### Routing congestion, run 1

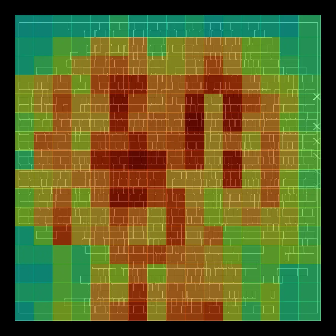
### Layout detail, run 1

Region (41, 63) to (71, 93) um. Cells in gray, sequential cells in the stronger gray; small squares are vias.
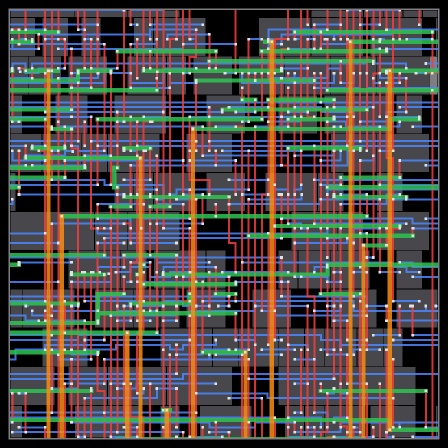
### M1 wires, run 1

(3 px per um) Supply wires on this layer in gray.
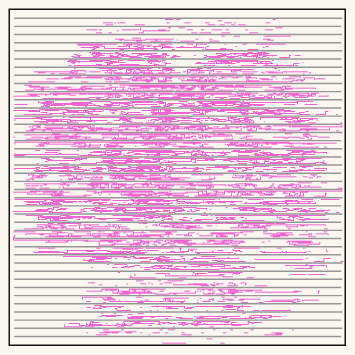
### Logic cells by family, run 1

(4 px per um)
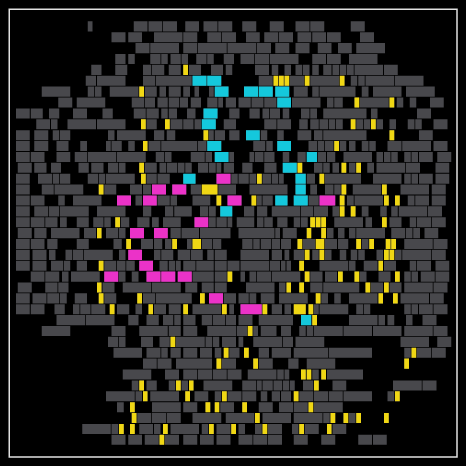
### src/rtl/lsu_pkg.sv
// lsu_pkg: shared types and helpers for the load/store unit controller.
// Holds the request type encodings, the controller state enum, the
// default RAM word-address width and the access-size decode.
package lsu_pkg;

  localparam int MEM_AW_DEF = 15;

  typedef enum logic [2:0] {
    RW_B  = 3'b000,
    RW_H  = 3'b001,
    RW_W  = 3'b010,
    RW_BU = 3'b100,
    RW_HU = 3'b101
  } rw_type_t;

  typedef enum logic [2:0] {
    IDLE,
    READ,
    MERGE,
    WRITE,
    RESP
  } state_t;

  typedef enum logic [1:0] {
    SZ_B,
    SZ_H,
    SZ_W
  } lane_sz_t;

  // Anything that is not a legal sub-word access is handled as a full word.
  // Unsigned types are legal for loads only, so a store with type[2]=1
  // degrades to a word store.
  function automatic lane_sz_t access_size(input logic [2:0] rw_type, input logic we);
    lane_sz_t sz;
    case (rw_type)
      RW_B:    sz = SZ_B;
      RW_H:    sz = SZ_H;
      RW_BU:   sz = we ? SZ_W : SZ_B;
      RW_HU:   sz = we ? SZ_W : SZ_H;
      default: sz = SZ_W;
    endcase
    return sz;
  endfunction

endpackage

### src/rtl/lsu_lane_mux.sv
// lsu_lane_mux: combinational byte-lane logic for the LSU.
// Extracts and sign/zero-extends a byte or half from a RAM word for loads,
// and merges store data into the addressed lane of a RAM word for stores.
// Halves use off[1] only; words ignore the offset.
module lsu_lane_mux
  import lsu_pkg::*;
(
  input  logic [1:0]  size,
  input  logic        sext,
  input  logic [1:0]  off,
  input  logic [31:0] rdata,
  input  logic [31:0] wdata,
  output logic [31:0] load_data,
  output logic [31:0] store_word
);

  logic [7:0]  lane_b;
  logic [15:0] lane_h;

  // Lane select, extension and store merge.
  always_comb begin
    case (off)
      2'd0:    lane_b = rdata[7:0];
      2'd1:    lane_b = rdata[15:8];
      2'd2:    lane_b = rdata[23:16];
      default: lane_b = rdata[31:24];
    endcase
    lane_h     = off[1] ? rdata[31:16] : rdata[15:0];
    load_data  = rdata;
    store_word = wdata;
    case (size)
      SZ_B: begin
        load_data  = {{24{sext & lane_b[7]}}, lane_b};
        store_word = rdata;
        store_word[{off, 3'b000} +: 8] = wdata[7:0];
      end
      SZ_H: begin
        load_data  = {{16{sext & lane_h[15]}}, lane_h};
        store_word = rdata;
        store_word[{off[1], 4'b0000} +: 16] = wdata[15:0];
      end
      default: ;
    endcase
  end

endmodule

### src/rtl/lsu_ctrl.sv
// lsu_ctrl: single-outstanding load/store controller in front of a word RAM
// with one-cycle read latency. Sub-word stores are read-modify-write.
// Optional feature macro: LSU_MISALIGN_CHK_EN enables misalignment and
// illegal-type detection (resp_err); without it resp_err stays 0 and
// offsets are truncated to the access size.
module lsu_ctrl
  import lsu_pkg::*;
#(
  parameter int MEM_AW = MEM_AW_DEF
) (
  input  logic              clk,
  input  logic              rst,
  input  logic              req_valid,
  output logic              req_ready,
  input  logic              req_we,
  input  logic [2:0]        req_type,
  input  logic [31:0]       req_addr,
  input  logic [31:0]       req_wdata,
  output logic              resp_valid,
  output logic [31:0]       resp_rdata,
  output logic              resp_err,
  output logic              mem_en,
  output logic              mem_we,
  output logic [MEM_AW-1:0] mem_addr,
  output logic [31:0]       mem_wdata,
  input  logic [31:0]       mem_rdata
);

  state_t      state;
  logic        we_q;
  logic [2:0]  type_q;
  logic [31:0] addr_q;
  logic [31:0] wdata_q;

  lane_sz_t    acc_size;
  lane_sz_t    cur_size;
  logic        acc_err;
  logic [31:0] load_data;
  logic [31:0] store_word;
  logic        unused_addr;

  assign acc_size    = access_size(req_type, req_we);
  assign cur_size    = access_size(type_q, we_q);
  assign unused_addr = ^addr_q[31:MEM_AW+2];

`ifdef LSU_MISALIGN_CHK_EN
  logic acc_illegal;
  logic acc_misalign;

  // Classify the incoming request as illegal or misaligned.
  always_comb begin
    acc_illegal  = (req_type == 3'b011) || (req_type == 3'b110) ||
                   (req_type == 3'b111) || (req_we && req_type[2]);
    acc_misalign = ((req_type[1:0] == 2'b01) && req_addr[0]) ||
                   ((req_type == RW_W) && (req_addr[1:0] != 2'b00));
  end

  assign acc_err = acc_illegal | acc_misalign;
`else
  assign acc_err = 1'b0;
`endif

  lsu_lane_mux u_lane_mux (
    .size       (cur_size),
    .sext       (~type_q[2]),
    .off        (addr_q[1:0]),
    .rdata      (mem_rdata),
    .wdata      (wdata_q),
    .load_data  (load_data),
    .store_word (store_word)
  );

  // RAM strobes decode from state; reset masks them so a WRITE cut by reset never lands.
  assign req_ready = (state == IDLE);
  assign mem_en    = ((state == READ) || (state == WRITE)) & ~rst;
  assign mem_we    = (state == WRITE) & ~rst;
  assign mem_addr  = addr_q[MEM_AW+1:2];
  assign mem_wdata = wdata_q;

  // Request FSM: capture, optional read, lane merge, optional write, response pulse.
  always_ff @(posedge clk) begin
    if (rst) begin
      state      <= IDLE;
      we_q       <= 1'b0;
      type_q     <= 3'b000;
      addr_q     <= 32'd0;
      wdata_q    <= 32'd0;
      resp_valid <= 1'b0;
      resp_rdata <= 32'd0;
      resp_err   <= 1'b0;
    end else begin
      resp_valid <= 1'b0;
      case (state)
        IDLE: begin
          if (req_valid) begin
            we_q    <= req_we;
            type_q  <= req_type;
            addr_q  <= req_addr;
            wdata_q <= req_wdata;
            if (acc_err) begin
              state      <= RESP;
              resp_valid <= 1'b1;
              resp_rdata <= 32'd0;
              resp_err   <= 1'b1;
            end else if (req_we && (acc_size == SZ_W)) begin
              state <= WRITE;
            end else begin
              state <= READ;
            end
          end
        end
        READ: state <= MERGE;
        MERGE: begin
          if (we_q) begin
            wdata_q <= store_word;
            state   <= WRITE;
          end else begin
            state      <= RESP;
            resp_valid <= 1'b1;
            resp_rdata <= load_data;
            resp_err   <= 1'b0;
          end
        end
        WRITE: begin
          state      <= RESP;
          resp_valid <= 1'b1;
          resp_rdata <= 32'd0;
          resp_err   <= 1'b0;
        end
        RESP:    state <= IDLE;
        default: state <= IDLE;
      endcase
    end
  end

endmodule

### config.mk
export PLATFORM = sky130hd
export DESIGN_NAME = lsu_ctrl
export DESIGN_NICKNAME = d
export VERILOG_FILES = /design/src/rtl/lsu_pkg.sv /design/src/rtl/lsu_lane_mux.sv /design/src/rtl/lsu_ctrl.sv
export SDC_FILE = /design/constraint.sdc
export NUM_CORES = 1
export LEC_CHECK = 0
export CORE_UTILIZATION = 47
export CTS_CLUSTER_DIAMETER = 120
export CTS_CLUSTER_SIZE = 10
export DETAILED_ROUTE_END_ITERATION = 6
export PLACE_DENSITY = 0.88
export SLEW_MARGIN = 30
export SYNTH_ARGS = -nofsm -noshare
export SYNTH_HDL_FRONTEND = slang
export SYNTH_HIERARCHICAL = 1
export SYNTH_SLANG_ARGS = --single-unit
### constraint.sdc
create_clock -name clk -period 2.9 [get_ports clk]
set_clock_uncertainty 0.05 [all_clocks]
set_input_delay 0.435 -clock clk [delete_from_list [all_inputs] [get_ports clk]]
set_output_delay 0.435 -clock clk [all_outputs]
set_load 0.05 [all_outputs]
==> out/metrics.yaml, run 1 <==
drc: 12
dr.max_layer_used: "met4"
regToRegSetupSlack_ps: 300
clk_latency_ps: 350
synth.top_cells.by_count: "128 x a21oi_1, 119 x nand2_1, 89 x dfxtp_1, 37 x a211oi_1, 36 x buf_2"
crit_slowest_cell: "ha_1"
synth_cell_type_count: 51
startpoint_type: "flop"
n_sequential_cell: 89
ys_top_cells_by_area: "dfxtp_1 32%, a21oi_1 11%, nand2_1 7.9%"
warnings: 46
clk_share_pct: 4.56
rsz0062_at_grt: "false"
gr-usage-met3_pct: 4.46
hold_path_class: "in2reg"
fin_crit_ps: 2600
areaGrowthSynthToFinish_pct: 33.9
logic_family: "AND-OR/OR-AND gates"
relSlewSlack_pct: 36.2
grt_max_degree: 89
mux_area_share_pct: 3.31
finalHoldViolCount: 0
cap_violations: 0
yosysTopAreaCell: "dfxtp_1"
dpl_cell_area_um2: 7210
htree_levels: 3
regArea_um2: 1780
portBuffers: 170
fillers: 919
clkbuf_count: 9
ys_sh_xor_pct: 0
setup-tns-final_ps: 0
ys_cells: 725
min-delay-start: "rst"
min_period_over_period_pct: 89.5
finalInstanceArea_um2: 7550
wl_met3_mm: 2.01
ys_ff: 89
crit_end: "mem_wdata[7]"
die_area_um2: 12400
seq_share_pct: 23.6
arrival_ps: 2800
die_h_um: 112
tightestPinTransition_ps: 957
syn_avg_cell_area_um2: 7.78
drt_first_pass_iters: 7
cts_buffer_depth: 2
nNonClkBuffers: 193
taps: 143
place_hpwl_mm: 13.0
path_clk_slew_ps: 70
dp_cells: 969
logic_gate_count: 530
synth-warning-count: 6
power.leakage_uw: 0.00257
edf_count: 0
synth-main-ff-cell: "dfxtp_1"
wl_met1_mm: 7.88
violations: "design-rule violations"
outcome: "complete, but fails checks"
grt_overflow: 0
yosysSeqAreaShare_pct: 31.6
nonClockInverterCount: 14
fmax_mhz: 385
slowest_delay_ps: 560
final-nonclk-buf-share_pct: 24.7
ys_async_sr_fraction_pct: 0
syn_nets: 834
antenna_left: 0
worstSetupPathType: "reg2reg"
worstSetupEndpointType: "flop"
cp_num_cells: 8
syn_area_um2: 5640
wl_met2_mm: 8.57
finalSetupViolCount: 0
cp_num_buf_inv: 2
hold_path_depth: 4
whs_endpoint: "state[1]"
About 'Routing congestion':
met2 Resource Use GR: 45.8%
met1 Use GR: 40.8%
final core occ: 65.3%
grt peak-use layer: met2
Avg WL per Cell: 19.4 um

About 'Layout detail':
legend:
  red:
    layer: M2
  green:
    layer: M3
  orange:
    layer: M4
  blue:
    layer: M1
sequential cells in the window: 0
most frequent: a21oi_1 (11), a221o_1 (10)
cells with their middle in the window: 82

About 'M1 wires':
share of all routed wire: 41%
main direction: horizontal
nets with wire on the layer: 824
Via Count: 6222
Post-Route WL: 19.1 mm

About 'Logic cells by family':
legend:
  yellow:
    family: nand cells
    cells: 123
  magenta:
    family: mux cells
    cells: 18
  cyan:
    family: non-inverting ao/oa cells
    cells: 22
Commonest Layout Cell: clkdlybuf4s50_1
combinational share of cell area: 44.1%
Layout Cells excl Fill: 985

[run 1: power by group]
group	switching [uW]	internal, uW
registers	144	1350
clock network	507	842
logic	1150	689
[run 1: flip-flops by register name, indices dropped and copies added (netlist names)]
signal	cells
mem_wdata	32
resp_rdata	32
addr_q	17
state	3
type_q	3
resp_valid	1
we_q	1
[run 1: layout by cell type (no fill, tap or decap), types with 16 or more instances in the layout]
cell type	count
clkdlybuf4s50_1	168
nor2b_1	29
o32ai_1	32
dfxtp_1	89
o221ai_1	22
a21oi_1	128
buf_4	24
a211oi_1	37
mux2i_1	16
nand2_1	119
o21ai_0	31
[run 1: metrics by stage]
step | util [%] | power, uW
after global routing | 65.3 | 4850
after detailed placement | 62.3 | 3310
after floorplan | - | 2760
after CTS | 65.3 | 4650
final | 65.3 | 4680
after global placement | 62.3 | 3290
==> run 1 -> run 2 <==
--- a/config.mk
+++ b/config.mk
@@ -5,11 +5,11 @@
 export SDC_FILE = /design/constraint.sdc
 export NUM_CORES = 1
 export LEC_CHECK = 0
-export CORE_UTILIZATION = 47
+export CORE_UTILIZATION = 40
 export CTS_CLUSTER_DIAMETER = 120
 export CTS_CLUSTER_SIZE = 10
 export DETAILED_ROUTE_END_ITERATION = 6
-export PLACE_DENSITY = 0.88
+export PLACE_DENSITY = 0.77
 export SLEW_MARGIN = 30
 export SYNTH_ARGS = -nofsm -noshare
 export SYNTH_HDL_FRONTEND = slang
==> constraint.sdc (replaced) <==
create_clock -name clk -period 2.59 [get_ports clk]
set_clock_uncertainty 0.05 [all_clocks]
set_input_delay 0.3885 -clock clk [delete_from_list [all_inputs] [get_ports clk]]
set_output_delay 0.3885 -clock clk [all_outputs]
set_load 0.05 [all_outputs]
==> out/metrics.yaml, run 2 <==
outcome: "completed"
die_h_um: 121
nonClockInverterCount: 14
wl_met2_mm: 8.48
whs_endpoint: "state[1]"
relSlewSlack_pct: 36.1
cp_num_cells: 8
use_met1_pct: 36.4
htree_levels: 3
tightestPinTransition_ps: 958
power.leakage_uw: 0.00259
grt-busiest-layer: "met2"
startpoint_type: "flop"
utilization_pct: 55.2
worstSetupPathType: "reg2reg"
ys_sh_xor_pct: 0
wire_per_inst_um: 18.5
yosysTopAreaCell: "dfxtp_1"
synth-warning-count: 6
n_sequential_cell: 89
power.group.top: "combinational cells"
antenna_left: 0
seq_share_pct: 23.4
p_total_uw: 5000
cts_buffer_depth: 2
intPower_uw: 3060
finalSetupViolCount: 0
hold_path_class: "in2reg"
ys_cells: 725
cp_num_buf_inv: 2
pwr-share-seq_pct: 33.5
synth-main-ff-cell: "dfxtp_1"
edf_count: 0
finalHoldViolCount: 0
die_area_um2: 14600
warnings: 46
rsz0062_at_grt: "false"
vias: 6099
gr-usage-met3_pct: 5.05
place_hpwl_mm: 13.4
cap_violations: 0
final_cell_mix: "166 x clkdlybuf4s50_1, 128 x a21oi_1, 119 x nand2_1, 89 x dfxtp_1, 37 x a211oi_1"
arrival_ps: 2560
wl_met3_mm: 1.58
use_met2_pct: 39.3
finalInstanceArea_um2: 7630
drt_first_pass_iters: 5
p_comb_share_pct: 41.3
final-nonclk-buf-share_pct: 25.7
crit_end: "mem_wdata[6]"
fin_crit_ps: 2360
grt_max_degree: 89
min-delay-start: "rst"
nNonClkBuffers: 201
lay_top_count: "clkdlybuf4s50_1"
regArea_um2: 1780
portBuffers: 170
syn_avg_cell_area_um2: 7.78
yosysSeqAreaShare_pct: 31.6
synth_cell_type_count: 51
hold_path_depth: 4
ys_async_sr_fraction_pct: 0
ys_top_cells_by_area: "dfxtp_1 32%, a21oi_1 11%, nand2_1 7.9%"
clk_share_pct: 3.57
fillers: 1292
ys_ff: 89
seq-power_uw: 1670
clkbuf_count: 11
clk_latency_ps: 350
==> run 2: worst min-delay path: cells and delay by family <==
family | cells | cell delay (ps)
simple gates | 1 | 60
compound gates | 2 | 100
buf+inv | 1 | 100
==> run 2: kinds of logic (layout without fill, tap and decap cells) <==
kind of cell | count (synthesis) | after routing
AOI/OAI and AO/OA | 324 | 324
adders and majority gates | 6 | 6
buffers and inverters | 106 | 227
DFF | 89 | 89
muxes | 18 | 18
other | 1 | 1
and+or+nand+nor | 181 | 181
==> run 2: per-stage QoR <==
stage / worst slack, ps / std cells
floorplan: 162 / 725
global placement: 244 / 1010
detailed placement: 215 / 1010
CTS: 192 / 1022
global route: 67.0 / 1026
finish: 227 / 1026
### Logic cells by family, run 2

(4 px per um)
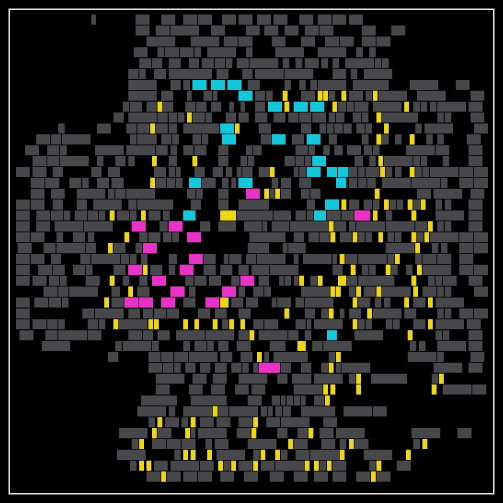
legend:
  magenta:
    family: mux cells
    cells: 18
  cyan:
    family: non-inverting ao/oa cells
    cells: 22
  yellow:
    family: nand cells
    cells: 123
combinational share of cell area: 43.8%
Layout Cells excl Fill: 1026

No activity file was given, so power comes from the tool's default toggle rates.
